Figure 1. Cell density map.
32 x 32 tiles, from white (low) to dark blue (high), 0 to 100% covered.
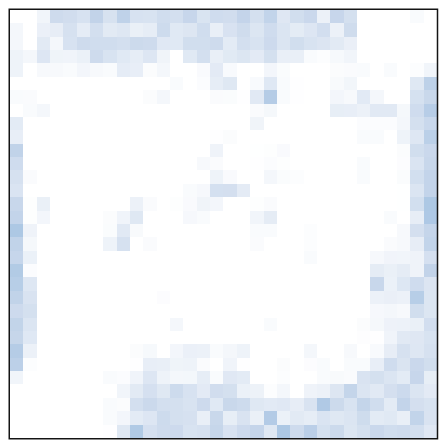
Figure 2. Placed standard cells.
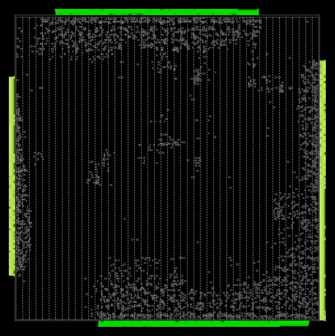
Figure 3. Metal 2.
Cells faint in the background.
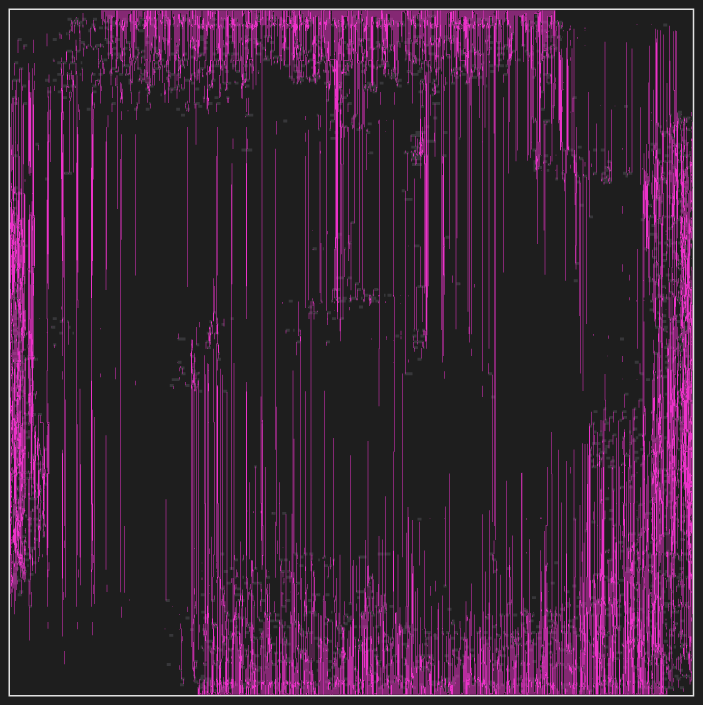
Figure 4. M1 wires.
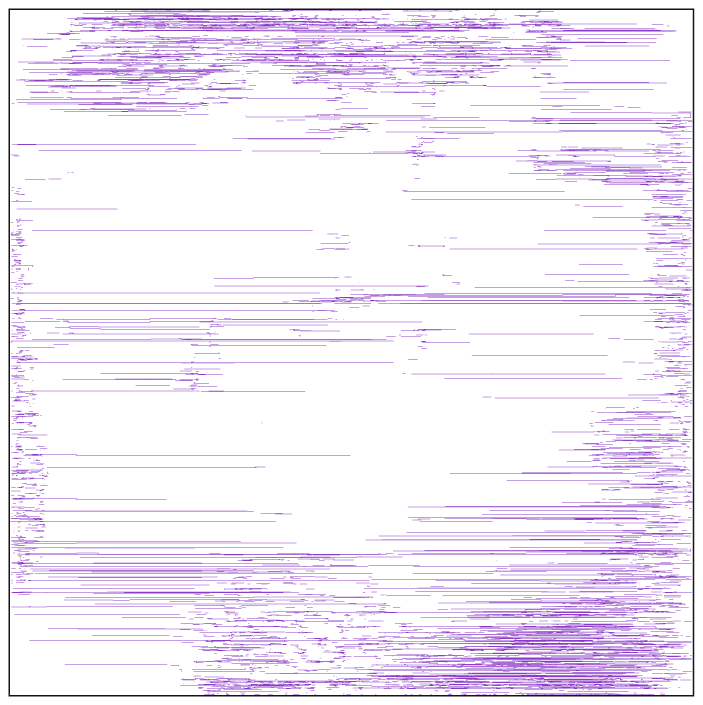
--- src/rtl/mem_arbiter.sv ---
// Two-port arbiter sharing the Data_Memory line port between icache (p0) and dcache (p1).
// Define MEM_ARB_ROUND_ROBIN_EN to break ties by alternating owners instead of fixed p1 priority.
module mem_arbiter #(
   parameter int DATA_W = 256,
   parameter int ADDR_W = 32
) (
   input  logic              clk_i,
   input  logic              rst_i,
   input  logic              p0_enable_i,
   input  logic              p0_write_i,
   input  logic [ADDR_W-1:0] p0_addr_i,
   input  logic [DATA_W-1:0] p0_data_i,
   output logic              p0_ack_o,
   output logic [DATA_W-1:0] p0_data_o,
   input  logic              p1_enable_i,
   input  logic              p1_write_i,
   input  logic [ADDR_W-1:0] p1_addr_i,
   input  logic [DATA_W-1:0] p1_data_i,
   output logic              p1_ack_o,
   output logic [DATA_W-1:0] p1_data_o,
   output logic              mem_enable_o,
   output logic              mem_write_o,
   output logic [ADDR_W-1:0] mem_addr_o,
   output logic [DATA_W-1:0] mem_data_o,
   input  logic              mem_ack_i,
   input  logic [DATA_W-1:0] mem_data_i,
   output logic [1:0]        grant_o,
   output logic              busy_o
);

`ifdef MEM_ARB_ROUND_ROBIN_EN
   localparam bit RR = 1'b1;
`else
   localparam bit RR = 1'b0;
`endif

   typedef enum logic [1:0] {IDLE, GNT0, GNT1} state_t;

   state_t     state;
   logic       last_grant;
   logic [1:0] grant_q;
   logic       p1_wins;

   // With round robin, a tie goes to whichever port did not own the last transaction.
   always_comb begin
      p1_wins = p1_enable_i && (!p0_enable_i || !RR || !last_grant);
   end

   always_ff @(posedge clk_i) begin
      if (rst_i) begin
         state      <= IDLE;
         last_grant <= 1'b0;
         grant_q    <= 2'b00;
      end else begin
         case (state)
            IDLE: begin
               if (p1_wins) begin
                  state   <= GNT1;
                  grant_q <= 2'b10;
               end else if (p0_enable_i) begin
                  state   <= GNT0;
                  grant_q <= 2'b01;
               end
            end
            GNT0: begin
               if (mem_ack_i) begin
                  state      <= IDLE;
                  last_grant <= 1'b0;
                  grant_q    <= 2'b00;
               end
            end
            GNT1: begin
               if (mem_ack_i) begin
                  state      <= IDLE;
                  last_grant <= 1'b1;
                  grant_q    <= 2'b00;
               end
            end
            default: begin
               state   <= IDLE;
               grant_q <= 2'b00;
            end
         endcase
      end
   end

   assign grant_o      = grant_q;
   assign busy_o       = (state != IDLE);
   assign mem_enable_o = (state != IDLE);

   // Memory side follows the owner's live inputs, even if it has dropped its request early.
   always_comb begin
      mem_write_o = 1'b0;
      mem_addr_o  = '0;
      mem_data_o  = '0;
      if (state == GNT0) begin
         mem_write_o = p0_write_i;
         mem_addr_o  = p0_addr_i;
         mem_data_o  = p0_data_i;
      end else if (state == GNT1) begin
         mem_write_o = p1_write_i;
         mem_addr_o  = p1_addr_i;
         mem_data_o  = p1_data_i;
      end
   end

   // An ack coinciding with reset is swallowed rather than forwarded.
   assign p0_ack_o  = (state == GNT0) && mem_ack_i && !rst_i;
   assign p1_ack_o  = (state == GNT1) && mem_ack_i && !rst_i;
   assign p0_data_o = p0_ack_o ? mem_data_i : '0;
   assign p1_data_o = p1_ack_o ? mem_data_i : '0;

endmodule

--- config.mk ---
export PLATFORM = sky130hd
export DESIGN_NAME = mem_arbiter
export DESIGN_NICKNAME = d
export VERILOG_FILES = /design/src/rtl/mem_arbiter.sv
export SDC_FILE = /design/constraint.sdc
export NUM_CORES = 1
export LEC_CHECK = 0
export CAP_MARGIN = 40
export CORE_AREA = 2 2 637 639
export DETAILED_ROUTE_END_ITERATION = 16
export DIE_AREA = 0 0 639 641
export GPL_ROUTABILITY_DRIVEN = 0
export HOLD_SLACK_MARGIN = 0.02
export PLACE_DENSITY_LB_ADDON = 0.15
export SYNTH_ARGS = -nofsm -noshare
export SYNTH_HDL_FRONTEND = slang
export SYNTH_SLANG_ARGS = --single-unit
--- constraint.sdc ---
create_clock -name clk_i -period 5.25 [get_ports clk_i]
set_input_delay 1.05 -clock clk_i [delete_from_list [all_inputs] [get_ports clk_i]]
set_output_delay 1.05 -clock clk_i [all_outputs]
set_load 0.005 [all_outputs]
==> run notes <==
run metrics: critical path buffer and inverter count=3, critical path depth=5, uppermost routed layer=met5, vias in the first global route=17,600, PortBufs=1,645, NetSw=1.26 mW, fp util=0.0197, pre-CTS WS=-0.143 ns, Critical-path top delay cell=clkdlybuf4s50_1, count of tool warnings=44, ys cells=1,547, layout net count=3,922, post-detail-place hpwl=237 mm, clock power share=0.044, most numerous logic cell after layout=clkdlybuf4s50_1, worst min-delay path endpoint=grant_o[0]$_SDFFE_PP0P_, met2 wire length=125 mm, Detailed Routing Iterations Pass 1=5, dominant cell type by area after synthesis=and2_1, type of origin of the critical path=primary input, logic share of the area=0.227, CTS Sinks=2, Top Usage Layer GRT=met2, Synth flops=2, Layout clock area frac=0.00245, Post-Route Setup TNS=0 ns, clock skew=0.000263 ns, Post-Synth AOI/OAI Area=0.187, Crit Path Class=in -> out, root buffer cell=clkbuf_16, CTS clock-pin slew for the worst setup and hold paths=0.03 ns, DP Cell Count=8,359, Reg area=40.0 µm², outcome=finished, final reports clean, io pins=1,646, Combinational Power=2.47 mW, Post-synth EDFFs=0, flip-flop and latch power=19.4 µW, initial antenna violation count=250, Power Dens Cells=85.0 mW/mm², CP Max Fanout=13, Synth async-reset ratio=0, Slew Limit Headroom=0.372, sequential cell area fraction in the yosys report=0.00505, Largest register FFs=2, hold slack=0.617 ns, period utilization=0.983, Avg WL per Cell=30.0 µm, grt ovf=0, Dominant comb cell=simple AND/OR/NAND/NOR gates, M1 WL=90.6 mm, cells after synthesis=1,547, top-area cell type share of the netlist area=0.404, clk ins delay skew pair=0.22 ns, synth cell count leaders=nand2_1, and2_1, o21ai_0, placed cell area=0.0305 mm², setup repair bufs after CTS=0, Layout area overhead=287%, Unique masters post-synth=20, hold_sp=grant_o[0]$_SDFFE_PP0P_, count leader, synth=nand2_1, Die Wd=639 µm, worst-margin pin slew=0.942 ns, CTS Buffer Depth=2, Ant. Diodes=37, xor+xnor area frac=0, final worst slack=0.0914 ns, final setup violation count=0, Buffers, non-clock=1,682, Layout Utilization=0.0763, met3 routed WL=27.6 mm, register-to-register setup slack=3.88 ns, clock buffer count=3, most common logic cells in the final layout=clkdlybuf4s50_1, nand2_1, and2_1, Top cells by area=and2_1, nand2_1, o21ai_0, buf_6, clkbuf_1, CTS Buf Count=3, flop share of the area=0.00130, crit path from=mem_ack_i, number of core rows=233, Combinational Area=0.00696 mm², total power=2.61 mW, AND/OR/NAND/NOR Cells, Area Fraction=0.681, YS warnings=0, design area=0.0307 mm², switch share=0.481, Synth Cell Area=0.00792 mm², sequential fraction of design power=0.007, Comb power frac=0.949, CP delay by family, top=buffers and inverters
About Figure 1:
- emptiest ninth of the die: middle
- densest ninth of the die: bottom right
- fullest tile: 34%

About Figure 2:
Well-Tap Cells: 5,287
Final Non-Filler Cells: 8,402
filler instances: 47,400
Core ar.: 0.402 mm²
flop count: 2

About Figure 3:
- main direction: vertical
- longest straight run: 484 µm
DRT Wirelength: 252 mm
met2 usage: 0.209

About Figure 4:
- nets with wire on the layer: 3,517
- share of all routed wire: 36%

Power figures rest on the tool's default switching activity, not on a simulated workload.
